$ cat src/rtl/ttt_pkg.sv
// Shared tic-tac-toe definitions: player and winner codes,
// win-line masks, controller state encoding and a line helper.
package ttt_pkg;

  localparam int CELLS = 9;

  localparam logic PLAYER_X = 1'b0;
  localparam logic PLAYER_O = 1'b1;

  localparam logic [1:0] WIN_NONE = 2'b00;
  localparam logic [1:0] WIN_X    = 2'b01;
  localparam logic [1:0] WIN_O    = 2'b10;

  localparam logic [8:0] FULL_BOARD = 9'h1FF;

  // Rows, columns, then the two diagonals.
  localparam logic [7:0][8:0] WIN_LINES = {
    9'h054, 9'h111,
    9'h124, 9'h092, 9'h049,
    9'h1C0, 9'h038, 9'h007
  };

  typedef enum logic [2:0] {
    ST_IDLE,
    ST_WAIT,
    ST_COMMIT,
    ST_CHECK,
    ST_DONE
  } state_t;

  function automatic logic line_done(
    input logic [8:0] board
  );
    logic hit;
    hit = 1'b0;
    for (int i = 0; i < 8; i++) begin
      if ((board & WIN_LINES[i]) == WIN_LINES[i])
        hit = 1'b1;
    end
    return hit;
  endfunction

endpackage

$ cat src/rtl/ttt_win_detect.sv
// Combinational win-line detector for one player's board.
// Ports: board (9-bit cells held) -> line (any line complete).
module ttt_win_detect
  import ttt_pkg::*;
(
  input  logic [8:0] board,
  output logic       line
);

  assign line = line_done(board);

endmodule

$ cat src/rtl/ttt_turn_ctrl.sv
// Turn controller: accepts legal moves, alternates players,
// drives update/player/marked and reports win, draw, game over.
// Ports: clk, rst, new_game, move_valid, move_cell in;
// move_ready, update, player, marked, x_cells, o_cells,
// illegal, winner, draw, game_over out.
module ttt_turn_ctrl
  import ttt_pkg::*;
#(
  parameter logic FIRST_PLAYER = 1'b0
) (
  input  logic       clk,
  input  logic       rst,
  input  logic       new_game,
  input  logic       move_valid,
  input  logic [3:0] move_cell,
  output logic       move_ready,
  output logic       update,
  output logic       player,
  output logic [8:0] marked,
  output logic [8:0] x_cells,
  output logic [8:0] o_cells,
  output logic       illegal,
  output logic [1:0] winner,
  output logic       draw,
  output logic       game_over
);

  state_t     state;
  logic       next_mover;
  logic [8:0] x_q;
  logic [8:0] o_q;

  logic       cell_ok;
  logic [8:0] cell_oh;
  logic       legal;
  logic       x_win;
  logic       o_win;
  logic       mover_win;

  assign x_cells = x_q;
  assign o_cells = o_q;
  assign marked  = x_q | o_q;

  // Cells 9..15 decode to no bit so they can never alias.
  assign cell_ok = move_cell < 4'd9;
  assign cell_oh = cell_ok ? (9'd1 << move_cell) : 9'd0;
  assign legal   = cell_ok && ((cell_oh & marked) == 9'd0);

  ttt_win_detect u_win_x (
    .board (x_q),
    .line  (x_win)
  );

  ttt_win_detect u_win_o (
    .board (o_q),
    .line  (o_win)
  );

  // player already holds the mover once the board is committed.
  assign mover_win = (player == PLAYER_O) ? o_win : x_win;

  always_ff @(posedge clk or posedge rst) begin
    if (rst) begin
      state      <= ST_IDLE;
      next_mover <= FIRST_PLAYER;
      x_q        <= '0;
      o_q        <= '0;
      move_ready <= 1'b0;
      update     <= 1'b0;
      player     <= FIRST_PLAYER;
      illegal    <= 1'b0;
      winner     <= WIN_NONE;
      draw       <= 1'b0;
      game_over  <= 1'b0;
    end else if (new_game) begin
      // Any pending request is dropped; update keeps its level.
      state      <= ST_IDLE;
      next_mover <= FIRST_PLAYER;
      x_q        <= '0;
      o_q        <= '0;
      move_ready <= 1'b0;
      player     <= FIRST_PLAYER;
      illegal    <= 1'b0;
      winner     <= WIN_NONE;
      draw       <= 1'b0;
      game_over  <= 1'b0;
    end else begin
      illegal <= 1'b0;
      unique case (state)
        ST_IDLE: begin
          move_ready <= 1'b1;
          state      <= ST_WAIT;
        end
        ST_WAIT: begin
          if (move_valid) begin
            if (legal) begin
              if (next_mover == PLAYER_O)
                o_q <= o_q | cell_oh;
              else
                x_q <= x_q | cell_oh;
              player     <= next_mover;
              move_ready <= 1'b0;
              state      <= ST_COMMIT;
            end else begin
              illegal <= 1'b1;
            end
          end
        end
        ST_COMMIT: begin
          update <= ~update;
          // Win is tested first so a 9th-move win is not a draw.
          if (mover_win) begin
            winner    <= (player == PLAYER_O) ? WIN_O : WIN_X;
            game_over <= 1'b1;
          end else if (marked == FULL_BOARD) begin
            draw      <= 1'b1;
            game_over <= 1'b1;
          end
          state <= ST_CHECK;
        end
        ST_CHECK: begin
          if (game_over) begin
            state <= ST_DONE;
          end else begin
            next_mover <= ~next_mover;
            move_ready <= 1'b1;
            state      <= ST_WAIT;
          end
        end
        ST_DONE: begin
          move_ready <= 1'b0;
        end
        default: begin
          state      <= ST_IDLE;
          move_ready <= 1'b0;
        end
      endcase
    end
  end

endmodule

$ cat config.mk
export PLATFORM = sky130hd
export DESIGN_NAME = ttt_turn_ctrl
export DESIGN_NICKNAME = d
export VERILOG_FILES = /design/src/rtl/ttt_pkg.sv /design/src/rtl/ttt_win_detect.sv /design/src/rtl/ttt_turn_ctrl.sv
export SDC_FILE = /design/constraint.sdc
export NUM_CORES = 1
export LEC_CHECK = 0
export ABC_AREA = 1
export CAP_MARGIN = 20
export CORE_UTILIZATION = 42
export CTS_BUF_LIST = sky130_fd_sc_hd__clkbuf_2 sky130_fd_sc_hd__clkbuf_4 sky130_fd_sc_hd__clkbuf_8
export DETAILED_ROUTE_END_ITERATION = 16
export GPL_ROUTABILITY_DRIVEN = 0
export PLACE_DENSITY = 0.69
export SYNTH_ARGS = -nofsm -noshare
export SYNTH_HDL_FRONTEND = slang
export SYNTH_SLANG_ARGS = --single-unit
$ cat constraint.sdc
create_clock -name clk -period 3.6 [get_ports clk]
set_input_delay 0.54 -clock clk [delete_from_list [all_inputs] [get_ports clk]]
set_output_delay 0.54 -clock clk [all_outputs]
set_load 0.02 [all_outputs]
Port wiring:
(6 px per um)
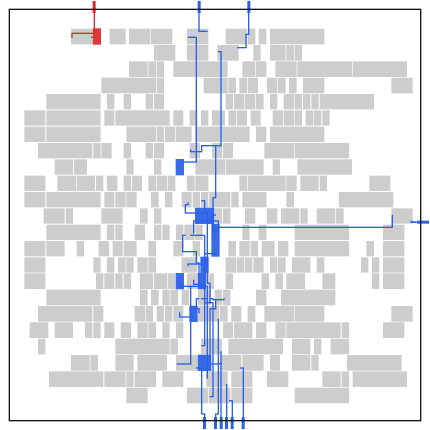
blue -> `marked`  # bits 9, direction output, end cells 9, buffers 9, wire 308 um
red -> `rst`  # bits 1, direction input, end cells 1, buffers 1, wire 8.70 um
I/O pin count: 43
Port Buf Inserts: 42

==> results_dict.tcl <==
# implementation run metrics
set metrics [dict create \
    post-route-min-period_ns 2.09 \
    synth-simple-area-share_pct 32.0 \
    top_cell "nand2_1" \
    fin_crit_sh_pct 58.2 \
    synth-seq-cells 30 \
    cp.required_ns 3.06 \
    cts_tree "yes" \
    grtUsageMet1_pct 32.8 \
    h-tree-depth 2 \
    end_kind "output port" \
    setup-tns-final_ns 0 \
    synth.logic.top_family "simple AND/OR/NAND/NOR gates" \
    comb_share_pct 39.0 \
    ant_nets 0 \
    synthesis.nets 258 \
    ys_top_cells_by_count "nand2_1 (65), dfrtp_1 (30), inv_1 (30)" \
    sh_seq_area_pct 31.3 \
    diodes 0 \
    num-nets-final 303 \
    hold_violations 0 \
    setup_slack_ns 1.51 \
    grt_pass1_vias 1565 \
    overflow 0 \
    compound_area_share_pct 18.2 \
    topCellsByArea "dfrtp_1 (41%), nand2_1 (13%), o21ai_2 (8.5%)" \
    synth_area_per_cell_um2 7.39 \
    mux_share_pct 0 \
    vias_per_cell 5.10 \
    wl_met2_um 2030 \
    area_dominant_class "multi-input combinational cells" \
    worstPathMaxFanout 6 \
    grtUsageMet2_pct 33.1 \
    total_power_mw 1.31 \
    layout_top_cell "nand2_1" \
    cts_sinks 30 \
    place_ws_ns 1.23 \
    clk_pin_slew_ns 0.06 \
    dp_hpwl_um 3560 \
    yosysWarnings 0 \
    status "finished, final reports clean" \
    antenna_found_initial 0 \
    cts_resized 0 \
    skew_ns 0.00648 \
    drcViolationCount 0 \
    cts_hold_buf 0 \
    buf_share_pct 17.8 \
    grt_pass1_wl_um 7630 \
    maxSlewViolCount 0 \
    ff_type "dfrtp_1" \
]
Wiring heat map:
(6 px per um) The die is cut into 14 by 14 equal tiles; white is low, dark blue is high, scaled to the fullest tile. Values are wire area over tile area, all layers added.
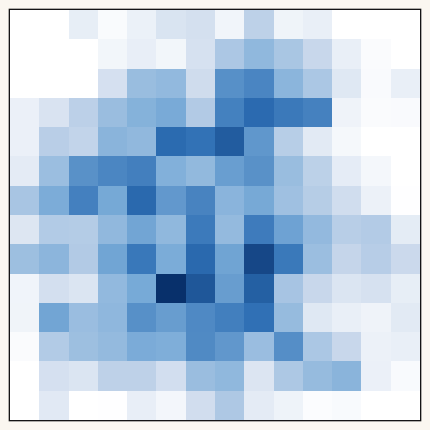
mean over tiles = 0.16
nearly empty tiles = 12%
tiles over half the peak = 23%
fullest tile = 0.50
WL final: 4590 um
gr usage total: 22.9%
drt wl/cell: 13.3 um
DR vias: 1766

==> path summary, 6_finish.rpt <==
check                                       startpoint                      to  slack [ns]  cells past startpoint
worst max-delay path            x_cells[7]$_DFFE_PP0P_               marked[7]        1.51                      2
worst min-delay path                update$_DFFE_PP0P_      update$_DFFE_PP0P_        0.49                      1
worst max register to register  x_cells[7]$_DFFE_PP0P_  o_cells[5]$_DFFE_PP0P_        1.85                      9
worst min register to register      update$_DFFE_PP0P_      update$_DFFE_PP0P_        0.49                      1
max in group asynchronous                          rst  o_cells[3]$_DFFE_PP0P_        2.69                      3
min in group asynchronous                          rst  o_cells[4]$_DFFE_PP0P_        0.62                      3
==> where the power goes <==
part,switching [mW],internal [mW],leakage (nW)
clock,0.124,0.161,0.0517
sequential,0.0762,0.397,0.408
combinational,0.326,0.228,0.632
total,0.526,0.787,1.09
Power figures rest on the tool's default switching activity, not on a simulated workload.
